Routed metal, one colour a layer:
Scale: 2 px per µm.
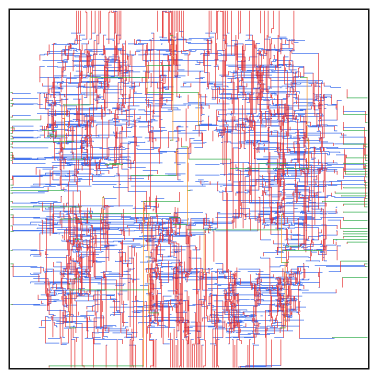
Metal 2:
Scale: 1.5 px per µm.
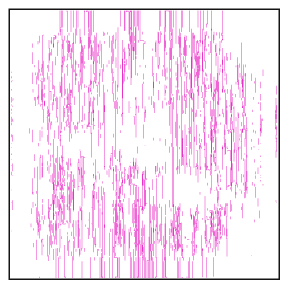
Signal wires on met3:
Scale: 1.5 px per µm. Cells faint in the background.
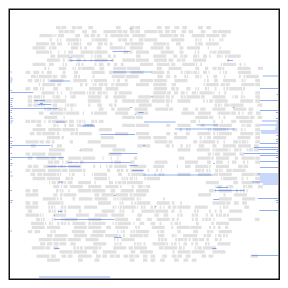
File: config.mk
export PLATFORM = sky130hd
export DESIGN_NAME = mem_sweep_engine
export DESIGN_NICKNAME = d
export VERILOG_FILES = /design/src/rtl/mem_sweep_pkg.sv /design/src/rtl/sweep_lfsr.sv /design/src/rtl/mem_sweep_engine.sv
export SDC_FILE = /design/constraint.sdc
export NUM_CORES = 1
export LEC_CHECK = 0
export CORE_MARGIN = 10
export CORE_UTILIZATION = 40
export DETAILED_ROUTE_END_ITERATION = 8
export GPL_TIMING_DRIVEN = 0
export MAX_ROUTING_LAYER = met4
export SLEW_MARGIN = 20
export SYNTH_ARGS = -nofsm -noshare
export SYNTH_HDL_FRONTEND = slang
export SYNTH_HIERARCHICAL = 1
export SYNTH_SLANG_ARGS = --single-unit
File: constraint.sdc
create_clock -name clk -period 2.95 [get_ports clk]
set_clock_uncertainty 0.1 [all_clocks]
set_input_delay 0.7375 -clock clk [delete_from_list [all_inputs] [get_ports clk]]
set_output_delay 0.7375 -clock clk [all_outputs]
set_load 0.03 [all_outputs]
File: src/rtl/mem_sweep_pkg.sv
// Shared types and constants for the memory sweep engine.
// The two step functions are the single definition of the LFSR and MISR recurrences.
package mem_sweep_pkg;

   typedef enum logic [1:0] {
      MODE_FILL  = 2'b00,
      MODE_CHECK = 2'b01,
      MODE_SIGN  = 2'b10,
      MODE_RSVD  = 2'b11
   } mode_e;

   typedef enum logic [2:0] {
      ST_IDLE  = 3'd0,
      ST_FILL  = 3'd1,
      ST_READ  = 3'd2,
      ST_DRAIN = 3'd3,
      ST_DONE  = 3'd4
   } state_e;

   localparam logic [31:0] LFSR_TAPS = 32'h8020_0003;
   localparam logic [31:0] MISR_POLY = 32'h04C1_1DB7;
   localparam logic [31:0] MISR_INIT = 32'hFFFF_FFFF;

   // Galois form, shifting right: the bit falling out of bit 0 feeds back through the taps.
   function automatic logic [31:0] lfsr_next(input logic [31:0] v);
      return (v >> 1) ^ (v[0] ? LFSR_TAPS : 32'h0);
   endfunction

   function automatic logic [31:0] misr_fold(input logic [31:0] m, input logic [31:0] d);
      return {m[30:0], 1'b0} ^ (m[31] ? MISR_POLY : 32'h0) ^ d;
   endfunction

endpackage

File: src/rtl/sweep_lfsr.sv
// Pattern generator shared by FILL and CHECK so both sweeps see the same stream for a seed.
// A zero seed would lock the LFSR at zero, so it is replaced by 1 on load.
module sweep_lfsr
   import mem_sweep_pkg::*;
#(
   parameter int OUT_W = 18
) (
   input  logic             clk,
   input  logic             reset,
   input  logic             load,
   input  logic             step,
   input  logic [31:0]      seed,
   output logic [OUT_W-1:0] value
);

   logic [31:0] lfsr_q;

   always_ff @(posedge clk or negedge reset) begin
      if (!reset) begin
         lfsr_q <= 32'h1;
      end else if (load) begin
         lfsr_q <= (seed == 32'h0) ? 32'h1 : seed;
      end else if (step) begin
         lfsr_q <= lfsr_next(lfsr_q);
      end
   end

   assign value = lfsr_q[OUT_W-1:0];

endmodule

File: src/rtl/mem_sweep_engine.sv
// Sweeps a block RAM with no write enable: FILL writes an LFSR pattern, CHECK reads it back
// and counts mismatches, SIGN folds every read word into a 32-bit MISR.
module mem_sweep_engine
   import mem_sweep_pkg::*;
#(
   parameter int WID_MEM   = 18,
   parameter int DEPTH_MEM = 4096,
   parameter int ADDR_W    = 12,
   parameter int READ_LAT  = 1,
   parameter int ERR_W     = 16
) (
   input  logic               clk,
   input  logic               reset,
   input  logic               start,
   input  logic [1:0]         mode,
   input  logic [31:0]        seed,
   output logic [ADDR_W-1:0]  raddr,
   output logic [ADDR_W-1:0]  waddr,
   output logic [WID_MEM-1:0] din,
   input  logic [WID_MEM-1:0] dout,
   output logic               busy,
   output logic               done,
   output logic               err_flag,
   output logic [ERR_W-1:0]   err_count,
   output logic [ADDR_W-1:0]  first_err_addr,
   output logic [31:0]        signature,
   output logic [2:0]         dbg_state
);

   localparam logic [ADDR_W-1:0] SCR       = ADDR_W'(DEPTH_MEM - 1);
   localparam logic [ADDR_W-1:0] LAST_ADDR = ADDR_W'(DEPTH_MEM - 2);
   localparam int                DRAIN_W   = $clog2(READ_LAT + 2);
   localparam logic [DRAIN_W-1:0] DRAIN_LAST = DRAIN_W'(READ_LAT);

   // Handshake: start is a request sampled only in IDLE (mode 11 never accepted); busy is high
   // from the accepting edge until the sweep ends; done pulses for one cycle as busy falls.

   state_e              state_q, state_d;
   mode_e               mode_q;
   logic [ADDR_W-1:0]   addr_q;
   logic [DRAIN_W-1:0]  drain_q;
   logic [WID_MEM-1:0]  pattern;
   logic [31:0]         misr_q, misr_nxt;

   logic                accept, fill_en, issue, busy_d, done_d, last_addr;
   logic                cmp_en, chk_miss, sign_hit;

   // Read-side pipeline: expected word and address ride alongside the RAM read latency.
   logic                pipe_v    [READ_LAT+1];
   logic [WID_MEM-1:0]  pipe_exp  [READ_LAT+1];
   logic [ADDR_W-1:0]   pipe_addr [READ_LAT+1];

   assign last_addr = (addr_q == LAST_ADDR);
   assign dbg_state = state_q;

   // ---------------- FSM: state register ----------------
   always_ff @(posedge clk or negedge reset) begin
      if (!reset) begin
         state_q <= ST_IDLE;
      end else begin
         state_q <= state_d;
      end
   end

   // ---------------- FSM: next state ----------------
   always_comb begin
      state_d = state_q;
      case (state_q)
         ST_IDLE: begin
            if (start && (mode_e'(mode) != MODE_RSVD)) begin
               state_d = (mode_e'(mode) == MODE_FILL) ? ST_FILL : ST_READ;
            end
         end
         ST_FILL:  if (last_addr) state_d = ST_DONE;
         ST_READ:  if (last_addr) state_d = ST_DRAIN;
         ST_DRAIN: if (drain_q == DRAIN_LAST) state_d = ST_DONE;
         ST_DONE:  state_d = ST_IDLE;
         default:  state_d = ST_IDLE;
      endcase
   end

   // ---------------- FSM: outputs / controls ----------------
   always_comb begin
      accept  = 1'b0;
      fill_en = 1'b0;
      issue   = 1'b0;
      busy_d  = 1'b0;
      done_d  = 1'b0;
      if ((state_q == ST_IDLE) && (state_d != ST_IDLE)) accept = 1'b1;
      if (state_q == ST_FILL) fill_en = 1'b1;
      if (state_q == ST_READ) issue = 1'b1;
      if ((state_d == ST_FILL) || (state_d == ST_READ) || (state_d == ST_DRAIN)) busy_d = 1'b1;
      if (state_d == ST_DONE) done_d = 1'b1;
   end

   sweep_lfsr #(.OUT_W(WID_MEM)) u_lfsr (
      .clk   (clk),
      .reset (reset),
      .load  (accept),
      .step  (fill_en | issue),
      .seed  (seed),
      .value (pattern)
   );

   // ---------------- sweep address, memory ports, status ----------------
   always_ff @(posedge clk or negedge reset) begin
      if (!reset) begin
         mode_q  <= MODE_FILL;
         addr_q  <= '0;
         drain_q <= '0;
         raddr   <= '0;
         waddr   <= SCR;
         din     <= '0;
         busy    <= 1'b0;
         done    <= 1'b0;
      end else begin
         busy <= busy_d;
         done <= done_d;
         if (accept) begin
            mode_q <= mode_e'(mode);
            addr_q <= '0;
         end else if (fill_en || issue) begin
            addr_q <= addr_q + 1'b1;
         end
         drain_q <= (state_q == ST_DRAIN) ? drain_q + 1'b1 : '0;
         // Writes land on the scratch word with zero data unless a FILL word is being issued.
         waddr <= fill_en ? addr_q  : SCR;
         din   <= fill_en ? pattern : '0;
         if (issue) raddr <= addr_q;
      end
   end

   // ---------------- read pipeline ----------------
   always_ff @(posedge clk or negedge reset) begin
      if (!reset) begin
         for (int i = 0; i <= READ_LAT; i++) begin
            pipe_v[i]    <= 1'b0;
            pipe_exp[i]  <= '0;
            pipe_addr[i] <= '0;
         end
      end else begin
         pipe_v[0]    <= issue;
         pipe_exp[0]  <= pattern;
         pipe_addr[0] <= addr_q;
         for (int i = 1; i <= READ_LAT; i++) begin
            pipe_v[i]    <= pipe_v[i-1];
            pipe_exp[i]  <= pipe_exp[i-1];
            pipe_addr[i] <= pipe_addr[i-1];
         end
      end
   end

   assign cmp_en   = pipe_v[READ_LAT];
   assign chk_miss = cmp_en && (mode_q == MODE_CHECK) && (dout != pipe_exp[READ_LAT]);
   assign sign_hit = cmp_en && (mode_q == MODE_SIGN);
   assign misr_nxt = sign_hit ? misr_fold(misr_q, 32'(dout)) : misr_q;

   // ---------------- CHECK error tracking ----------------
   always_ff @(posedge clk or negedge reset) begin
      if (!reset) begin
         err_flag       <= 1'b0;
         err_count      <= '0;
         first_err_addr <= '0;
      end else if (accept && (mode_e'(mode) == MODE_CHECK)) begin
         err_flag       <= 1'b0;
         err_count      <= '0;
         first_err_addr <= '0;
      end else if (chk_miss) begin
         if (err_count != '1) err_count <= err_count + 1'b1;
         if (!err_flag) begin
            err_flag       <= 1'b1;
            first_err_addr <= pipe_addr[READ_LAT];
         end
      end
   end

   // ---------------- SIGN MISR ----------------
   always_ff @(posedge clk or negedge reset) begin
      if (!reset) begin
         misr_q    <= '0;
         signature <= '0;
      end else begin
         if (accept && (mode_e'(mode) == MODE_SIGN)) begin
            misr_q <= MISR_INIT;
         end else begin
            misr_q <= misr_nxt;
         end
         // The final word is folded on the same edge that enters DONE.
         if ((state_d == ST_DONE) && (mode_q == MODE_SIGN)) signature <= misr_nxt;
      end
   end

endmodule

==> deck_impl_summary.md <==
Physical Implementation Snapshot

Final layout
  – Number of diodes: 0
  – Reg area: around 6300 µm²
  – FILL cells: 2253
  – Clock network share of area: 6.97%
  – Final Util: 52.5%
  – Post-route cell area: approximately 13000 µm²
  – Signal buf overhead: approximately 16%
  – Most frequent cells in the layout: dfrtp_1 (237), clkdlybuf4s50_1 (161), nand2_1 (91), o21ai_0 (73), a21oi_1 (55)
  – Max FFs per register: 36
  – Non-clock inverters: 9
  – Largest class: sequential cells

Final timing
  – Hold Slack: 84.1 ps
  – Worst Tran Pin Value: slightly above 700 ps
  – RSZ-0062 raised after global routing: yes
  – Hold Vio Cnt, Final: 0
  – Min Clock Period, post-route: 2750 ps

Clock tree
  – Htree depth: 1
  – CTS Hold Buffers Added: 0
  – Post-CTS setup buffers: 1
  – CTS sink count: 250
  – Max clock buf depth: 3
  – Root buffer cell: clkbuf_16
  – CTS Buf Count: 27

Place
  – Dpl hpwl: between 15000 and 20000 µm
  – Post-Place Cells: ~1400
  – Place WS: -775 ps

Power and ir drop
  – Pwr/cell area: roughly 1100 nW/µm²
  – Comb pwr share: between 30% and 40%
  – Internal: 8.96 mW
  – VDD IR max: 0.000628 V
  – Net Switching: 4.89 mW
  – Total power draw: 13.8 mW
  – P_leak: 5.64 nW

Global route
  – Global-route wire length before repair: 39300 µm
  – Met1 Use GR: 21.7%
  – Vias in the first global route: 7045
  – Initial antenna violation count: 0
  – Grt ovf: 0
  – Tot GR Track Use: 15.8%

Critical path
  – Largest delay contributor family on the critical path: buffers and inverters
  – CP startpoint kind: primary input
  – Crit path top cell by count: nand3_1
  – Req. time, crit path: 3300 ps
  – Crit path to: first_err_addr[4]
  – R2R Setup Slk: between 200 and 300 ps
  – WP buf/inv: 3
  – CP Max Fanout: 10
  – CP endpoint kind: flip-flop
  – Reg2Reg Launch Point: addr_q[0]
  – Slowest stage delay, CP: 510 ps

Logic synthesis
  – Yosys stat area: 10100 µm²
  – FA/HA/MAJ Cells, Area Fraction: 0.495%
  – Syn Nets: 926
  – Area leader share: 58.7%
  – Most frequent cell after synthesis: dfrtp_1
  – XOR Share, Synth: ~5%
  – Top cells by count: dfrtp_1 (237), nand2_1 (91), o21ai_0 (74)
  – Compound Share, Synth: 8.02%
  – Post-synth top flop: dfrtp_1
  – Syn avg cell area: 11.7 µm²
  – Biggest area cells: dfrtp_1 (59%), mux2i_1 (4.0%), o21ai_0 (3.7%), dfstp_2 (3.4%), nand2_1 (3.4%)
  – Post-synth seq share: 62.0%

Run status
  – Outcome: completed

Route
  – WL per Instance: 17.4 µm
  – Final wirelength: 24500 µm
  – Routed length on met2: 11500 µm
  – Top sig layer: met4

Floorplanning
  – DIE HEIGHT: 179 µm
  – Number of primary I/O pins: 163
  – Row count: 58
  – Core area: 25000 µm²

Run
  – OpenROAD warnings: 28
  – Max_cap viols: 0
## Picture notes: 'routed metal, one colour a layer'
orange -> metal 4  # wire length 459 µm
red -> metal 2  # wire length 11500 µm
blue -> metal 1  # wire length 11600 µm
green -> metal 3  # wire length 956 µm

## Picture notes: 'metal 2'
main direction = vertical
longest straight run = 69.7 µm
nets with wire on the layer = 927

## Picture notes: 'signal wires on met3'
nets with wire on the layer = 89
longest straight run = 47.2 µm

Power and IR drop assume default switching activity.
